The metal 1 layer:
The bar under the picture is 50 um long.
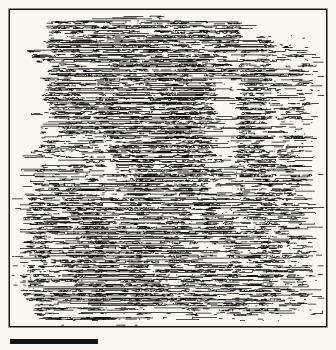
Met2 routing:
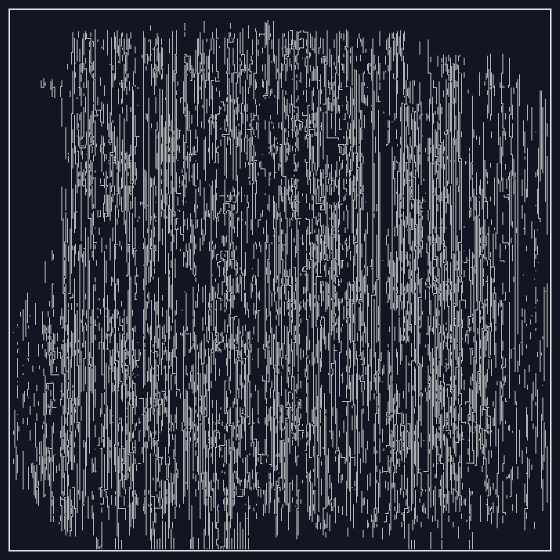
Signal wires on met3:
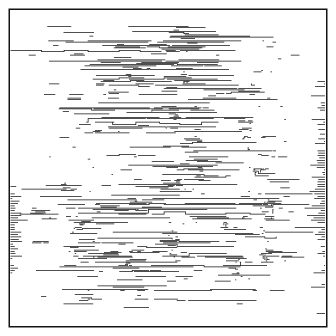
The metal 4 layer:
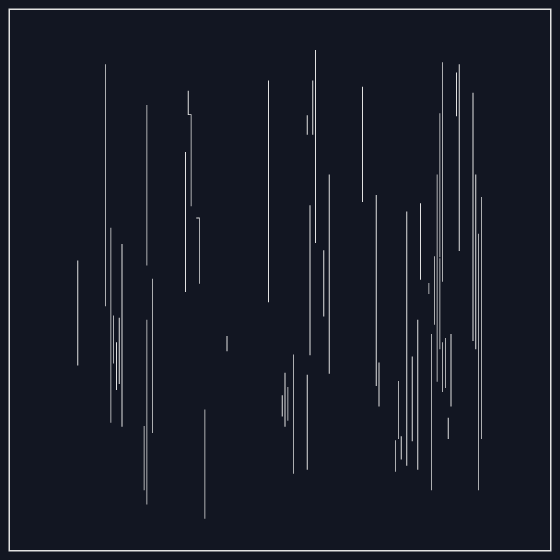
[src/rtl/muldiv_unit_pkg.sv]
// Shared types for the multi-cycle multiply/divide unit.
//   muldiv_op_t    : operation select (MULT, MULTU, DIV, DIVU)
//   muldiv_state_t : sequencer states
//   op_is_div / op_is_signed : operation decode helpers
package muldiv_unit_pkg;

    typedef enum logic [1:0] {
        MULT  = 2'b00,
        MULTU = 2'b01,
        DIV   = 2'b10,
        DIVU  = 2'b11
    } muldiv_op_t;

    typedef enum logic [1:0] {
        IDLE  = 2'b00,
        CALC  = 2'b01,
        FIXUP = 2'b10,
        DONE  = 2'b11
    } muldiv_state_t;

    function automatic logic op_is_div(input muldiv_op_t op);
        return (op == DIV) || (op == DIVU);
    endfunction

    function automatic logic op_is_signed(input muldiv_op_t op);
        return (op == MULT) || (op == DIV);
    endfunction

endpackage

[src/rtl/muldiv_unit_if.sv]
// Request/result bundle between the execute stage and the multiply/divide unit.
//   start, op, port_a, port_b, flush : request side (into the unit)
//   busy, done, div_zero, hi, lo     : status and HI/LO results (out of the unit)
// Modports: muldiv (the unit itself), tb (the mirror, for the requester).
interface muldiv_unit_if
    import muldiv_unit_pkg::*;
#(
    parameter int unsigned WIDTH = 32
);

    logic             start;
    muldiv_op_t       op;
    logic [WIDTH-1:0] port_a;
    logic [WIDTH-1:0] port_b;
    logic             flush;
    logic             busy;
    logic             done;
    logic             div_zero;
    logic [WIDTH-1:0] hi;
    logic [WIDTH-1:0] lo;

    modport muldiv (
        input  start, op, port_a, port_b, flush,
        output busy, done, div_zero, hi, lo
    );

    modport tb (
        output start, op, port_a, port_b, flush,
        input  busy, done, div_zero, hi, lo
    );

endinterface

[src/rtl/muldiv_unit.sv]
// Multi-cycle integer multiply/divide unit writing the HI/LO registers.
// Shift-add multiplier and restoring divider, one bit per cycle, operating
// on magnitudes; signs are re-applied in a single FIXUP cycle.
//   CLK  : clock, rising edge
//   nRST : asynchronous active-low reset
//   bus  : muldiv_unit_if.muldiv (start/op/port_a/port_b/flush in;
//          busy/done/div_zero/hi/lo out, all registered)
module muldiv_unit
    import muldiv_unit_pkg::*;
#(
    parameter int unsigned WIDTH = 32
) (
    input  logic          CLK,
    input  logic          nRST,
    muldiv_unit_if.muldiv bus
);

    localparam int unsigned CW = $clog2(WIDTH) + 1;
    localparam int unsigned W2 = 2 * WIDTH;

    muldiv_state_t    state, state_next;
    muldiv_op_t       op_q, op_next;
    logic [CW-1:0]    cnt, cnt_next;
    // Multiply: {partial product, remaining multiplier bits}.
    // Divide:   {partial remainder, dividend bits / quotient bits}.
    logic [W2-1:0]    acc, acc_next;
    // Multiplicand (multiply) or divisor (divide), as a magnitude.
    logic [WIDTH-1:0] opnd, opnd_next;
    logic             neg_res, neg_res_next;
    logic             neg_rem, neg_rem_next;
    logic             dz, dz_next;
    logic [WIDTH-1:0] hi_q, hi_next;
    logic [WIDTH-1:0] lo_q, lo_next;
    logic             div_zero_q, div_zero_next;
    logic             busy_q, done_q;

    // Request decode and operand magnitudes
    logic             in_signed, in_div, in_dz;
    logic [WIDTH-1:0] abs_a, abs_b;

    assign in_signed = op_is_signed(bus.op);
    assign in_div    = op_is_div(bus.op);
    assign in_dz     = in_div && (bus.port_b == '0);
    assign abs_a     = (in_signed && bus.port_a[WIDTH-1]) ? -bus.port_a : bus.port_a;
    assign abs_b     = (in_signed && bus.port_b[WIDTH-1]) ? -bus.port_b : bus.port_b;

    // One shift-add multiply step: conditionally add, then shift right
    logic [WIDTH:0]  mul_sum;
    logic [W2-1:0]   mul_step;

    assign mul_sum  = {1'b0, acc[W2-1:WIDTH]} + (acc[0] ? {1'b0, opnd} : '0);
    assign mul_step = {mul_sum, acc[WIDTH-1:1]};

    // One restoring divide step: shift remainder in, trial subtract
    logic [WIDTH:0]  rem_sh, trial;
    logic            q_bit;
    logic [W2-1:0]   div_step;

    assign rem_sh   = {acc[W2-1:WIDTH], acc[WIDTH-1]};
    assign trial    = rem_sh - {1'b0, opnd};
    assign q_bit    = ~trial[WIDTH];
    assign div_step = {(q_bit ? trial[WIDTH-1:0] : rem_sh[WIDTH-1:0]),
                       acc[WIDTH-2:0], q_bit};

    // Sign fixup of finished magnitudes
    logic [W2-1:0]    prod;
    logic [WIDTH-1:0] quo, rem;

    assign prod = neg_res ? -acc : acc;
    assign quo  = neg_res ? -acc[WIDTH-1:0] : acc[WIDTH-1:0];
    assign rem  = neg_rem ? -acc[W2-1:WIDTH] : acc[W2-1:WIDTH];

    // Next-state and datapath update
    always_comb begin
        state_next    = state;
        op_next       = op_q;
        cnt_next      = cnt;
        acc_next      = acc;
        opnd_next     = opnd;
        neg_res_next  = neg_res;
        neg_rem_next  = neg_rem;
        dz_next       = dz;
        hi_next       = hi_q;
        lo_next       = lo_q;
        div_zero_next = div_zero_q;

        if (bus.flush) begin
            // Abort wins over everything, including a same-cycle start
            state_next = IDLE;
        end else begin
            unique case (state)
                IDLE, DONE: begin
                    state_next = IDLE;
                    if (bus.start) begin
                        op_next      = bus.op;
                        cnt_next     = '0;
                        neg_res_next = in_signed && (bus.port_a[WIDTH-1] ^ bus.port_b[WIDTH-1]);
                        neg_rem_next = in_signed && bus.port_a[WIDTH-1];
                        dz_next      = in_dz;
                        if (in_div) begin
                            // Divide by zero keeps the raw dividend for HI
                            acc_next  = {{WIDTH{1'b0}}, (in_dz ? bus.port_a : abs_a)};
                            opnd_next = abs_b;
                        end else begin
                            acc_next  = {{WIDTH{1'b0}}, abs_b};
                            opnd_next = abs_a;
                        end
                        state_next = in_dz ? FIXUP : CALC;
                    end
                end
                CALC: begin
                    acc_next = op_is_div(op_q) ? div_step : mul_step;
                    cnt_next = cnt + CW'(1);
                    if (cnt == CW'(WIDTH - 1)) begin
                        state_next = FIXUP;
                    end
                end
                FIXUP: begin
                    if (dz) begin
                        hi_next       = acc[WIDTH-1:0];
                        lo_next       = '1;
                        div_zero_next = 1'b1;
                    end else if (op_is_div(op_q)) begin
                        hi_next       = rem;
                        lo_next       = quo;
                        div_zero_next = 1'b0;
                    end else begin
                        hi_next       = prod[W2-1:WIDTH];
                        lo_next       = prod[WIDTH-1:0];
                        div_zero_next = 1'b0;
                    end
                    state_next = DONE;
                end
                default: begin
                    state_next = IDLE;
                end
            endcase
        end
    end

    // State register
    always_ff @(posedge CLK or negedge nRST) begin
        if (!nRST) begin
            state <= IDLE;
        end else begin
            state <= state_next;
        end
    end

    // Datapath and registered status outputs
    always_ff @(posedge CLK or negedge nRST) begin
        if (!nRST) begin
            op_q       <= MULT;
            cnt        <= '0;
            acc        <= '0;
            opnd       <= '0;
            neg_res    <= 1'b0;
            neg_rem    <= 1'b0;
            dz         <= 1'b0;
            hi_q       <= '0;
            lo_q       <= '0;
            div_zero_q <= 1'b0;
            busy_q     <= 1'b0;
            done_q     <= 1'b0;
        end else begin
            op_q       <= op_next;
            cnt        <= cnt_next;
            acc        <= acc_next;
            opnd       <= opnd_next;
            neg_res    <= neg_res_next;
            neg_rem    <= neg_rem_next;
            dz         <= dz_next;
            hi_q       <= hi_next;
            lo_q       <= lo_next;
            div_zero_q <= div_zero_next;
            busy_q     <= (state_next == CALC) || (state_next == FIXUP);
            done_q     <= (state_next == DONE);
        end
    end

    assign bus.busy     = busy_q;
    assign bus.done     = done_q;
    assign bus.div_zero = div_zero_q;
    assign bus.hi       = hi_q;
    assign bus.lo       = lo_q;

endmodule

[src/flat_wrapper.sv]
// flat-port wrapper written by rule: the top's interface ports become plain ports
module muldiv_unit_flat import muldiv_unit_pkg::*;
#(
    parameter int unsigned WIDTH = 32
)
  (CLK, nRST, bus_start, bus_op, bus_port_a, bus_port_b, bus_flush, bus_busy, bus_done, bus_div_zero, bus_hi, bus_lo);
  muldiv_unit_if #(.WIDTH(WIDTH)) bus_i ();
  input  logic CLK;
  input  logic nRST;
  input wire logic [$bits(bus_i.start)-1:0] bus_start;
  input wire logic [$bits(bus_i.op)-1:0] bus_op;
  input wire logic [$bits(bus_i.port_a)-1:0] bus_port_a;
  input wire logic [$bits(bus_i.port_b)-1:0] bus_port_b;
  input wire logic [$bits(bus_i.flush)-1:0] bus_flush;
  output wire logic [$bits(bus_i.busy)-1:0] bus_busy;
  output wire logic [$bits(bus_i.done)-1:0] bus_done;
  output wire logic [$bits(bus_i.div_zero)-1:0] bus_div_zero;
  output wire logic [$bits(bus_i.hi)-1:0] bus_hi;
  output wire logic [$bits(bus_i.lo)-1:0] bus_lo;
  assign bus_i.start = bus_start;
  assign bus_i.op = bus_op;
  assign bus_i.port_a = bus_port_a;
  assign bus_i.port_b = bus_port_b;
  assign bus_i.flush = bus_flush;
  assign bus_busy = bus_i.busy;
  assign bus_done = bus_i.done;
  assign bus_div_zero = bus_i.div_zero;
  assign bus_hi = bus_i.hi;
  assign bus_lo = bus_i.lo;
  muldiv_unit #(.WIDTH(WIDTH)) u_core (.CLK(CLK), .nRST(nRST), .bus(bus_i));
endmodule
[config.mk]
export PLATFORM = sky130hd
export DESIGN_NAME = muldiv_unit_flat
export DESIGN_NICKNAME = d
export VERILOG_FILES = /design/src/rtl/muldiv_unit_pkg.sv /design/src/rtl/muldiv_unit_if.sv /design/src/rtl/muldiv_unit.sv /design/src/flat_wrapper.sv
export SDC_FILE = /design/constraint.sdc
export NUM_CORES = 1
export LEC_CHECK = 0
export CORE_MARGIN = 2
export CORE_UTILIZATION = 50
export CTS_CLUSTER_SIZE = 10
export DETAILED_ROUTE_END_ITERATION = 16
export PLACE_DENSITY = 0.71
export SYNTH_ARGS = -nofsm -noshare
export SYNTH_HDL_FRONTEND = slang
export SYNTH_SLANG_ARGS = --single-unit
[constraint.sdc]
create_clock -name CLK -period 4 [get_ports CLK]
set_clock_uncertainty 0.05 [all_clocks]
set_input_delay 0.4 -clock CLK [delete_from_list [all_inputs] [get_ports CLK]]
set_output_delay 0.4 -clock CLK [all_outputs]
set_load 0.05 [all_outputs]
==> CHANGELOG.md <==
## Implementation

* List of cells traversed by the critical path: ha_1 -> fa_1 -> nand2b_1 -> a21oi_1 -> o2111ai_2 -> a211oi_1 -> o31a_1 -> o21ai_1 -> nand2_1 -> buf_4 -> nor2_1 -> a221o_1
* Pin slew with the least headroom to its limit at 1070 ps
* Top-level I/O count at 137
* Sequential portion of the cell area at 0.242
* Area fraction of clock buffers and clock inverters at 0.0333
* Run status: finished clean
* Most frequent cells after synthesis: sky130_fd_sc_hd__nand2_1 (223), sky130_fd_sc_hd__nor2_1 (222), sky130_fd_sc_hd__a21oi_1 (187)
* Crit path kind: flip-flop to flip-flop
* Power density over cell area at 374 nW/um^2
* Achievable clock frequency at 0.265 GHz
* Count of warnings emitted by yosys at 0
* Worst path required time at 4270 ps
* Initial core utilization at 0.506
* Setup slack, reg-to-reg at 220 ps
* Estimated wirelength of the detail-placed design at 44900 um
* Crit. Startpoint: u_core.opnd[0]$_DFFE_PN0P_
* Die Area at 32300 sq um
* Register bit total from synthesis at 175
* Number of antenna violations at the first check in global routing at 0
* Post-synthesis instance area at 15400 sq um
* Area growth, synth to finish at 17.2%
* Routed WL at 57500 um
* Crit path largest cell delay at 440 ps
* Slowest cell on the critical path: sky130_fd_sc_hd__dfrtp_1
* Share of synthesized registers carrying an async set or reset at 1.00
* Chip area in the Yosys report at 15400 sq um
* Clock tree from TritonCTS: built
* Total of max-cap violations at 0
* Total number of sequential cells at 175
* CTS H-Tree Depth at 4
* Rel. slew slack at 0.284
* Global placer's final weighted congestion at 1.04
* Syn_area_per_cell at 7.77 sq um
* Synth cell types at 86
* Floorplan die width at 180 um
* Logic gate fraction of the total cell area at 0.574
* Buffering stage count on the worst path with inverters included at 1
* Number of buffers created by CTS at 17
* Worst Hold Path EP: u_core.opnd[29]$_DFFE_PN0P_
Notes on 'the metal 1 layer' above:
The longest straight run is 63.5 um. 2079 nets have wire on it. The layer holds 44% of the routed length. The wires run mostly horizontal. The layer carries 25.1 mm of wire.

Notes on 'met2 routing' above:
The longest straight run is 96.9 um. The wires run mostly vertical. The layer carries 23.5 mm of wire.

Notes on 'signal wires on met3' above:
The layer carries 6720 um of wire. 426 nets have wire on it.

Notes on 'the metal 4 layer' above:
The longest straight run is 85.0 um. The layer carries 2110 um of wire. The layer holds 3.7% of the routed length. The wires run mostly vertical.

==> what timing repair did <==
| action | CTS | global route |
|---|---|---|
| hold buffers | 1 | 0 |
| hold endpoints to repair | 69 | 0 |
| resized | 0 | 1 |
| buffers inserted | 0 | 0 |
| setup endpoints to repair | 0 | 1 |
==> sequential cells by signal (all words and copies together) (netlist names) <==
register / flops
u_core.bus.done: 1
u_core.cnt: 6
u_core.acc: 64
u_core.state: 2
u_core.dz: 1
u_core.op_q: 1
u_core.neg_res: 1
u_core.bus.hi: 32
u_core.bus.div_zero: 1
u_core.opnd: 32
u_core.neg_rem: 1
u_core.bus.lo: 32
u_core.bus.busy: 1
==> stage by stage <==
stage          instances  hold WS [ps]  power [mW]  instance area (sq um)  worst slack [ps]
2_1_floorplan       1987          54.4        3.95                  15400               781
3_3_place_gp        2483           399        4.90                  17500               338
4_1_cts             2516           390        6.69                  18100               280
5_1_grt             2516           430        7.07                  18100              50.8
3_5_place_dp        2483           397        4.93                  17500               274
6_report            2517           415        6.77                  18100               225
==> report_power, final <==
group	total [mW]	internal (mW)	switching (mW)
combinational	2.78	1.04	1.74
sequential	2.22	1.94	0.278
clock	1.77	0.923	0.852
total	6.77	3.90	2.87
==> cells by family after synthesis <==
kind of cell,after synthesis,synth area share
flops,175,0.284
xor+xnor,196,0.111
simple gates,691,0.211
mux,60,0.0394
compound gates,608,0.247
buf+inv,182,0.0458
fa+ha+maj,75,0.0618
==> worst min-delay path, stage by stage <==
cell and delay, ps:
sky130_fd_sc_hd__buf_2 240, sky130_fd_sc_hd__o21ai_1 200, sky130_fd_sc_hd__nand2_1 60
==> per-layer routing <==
metal | vias up | wire length (um)
met1 | 7519 | 25100
met4 | 0 | 2110
li1 | 7390 | -
met3 | 121 | 6720
met5 | - | 0
met2 | 992 | 23500
Power figures rest on the tool's default switching activity, not on a simulated workload.
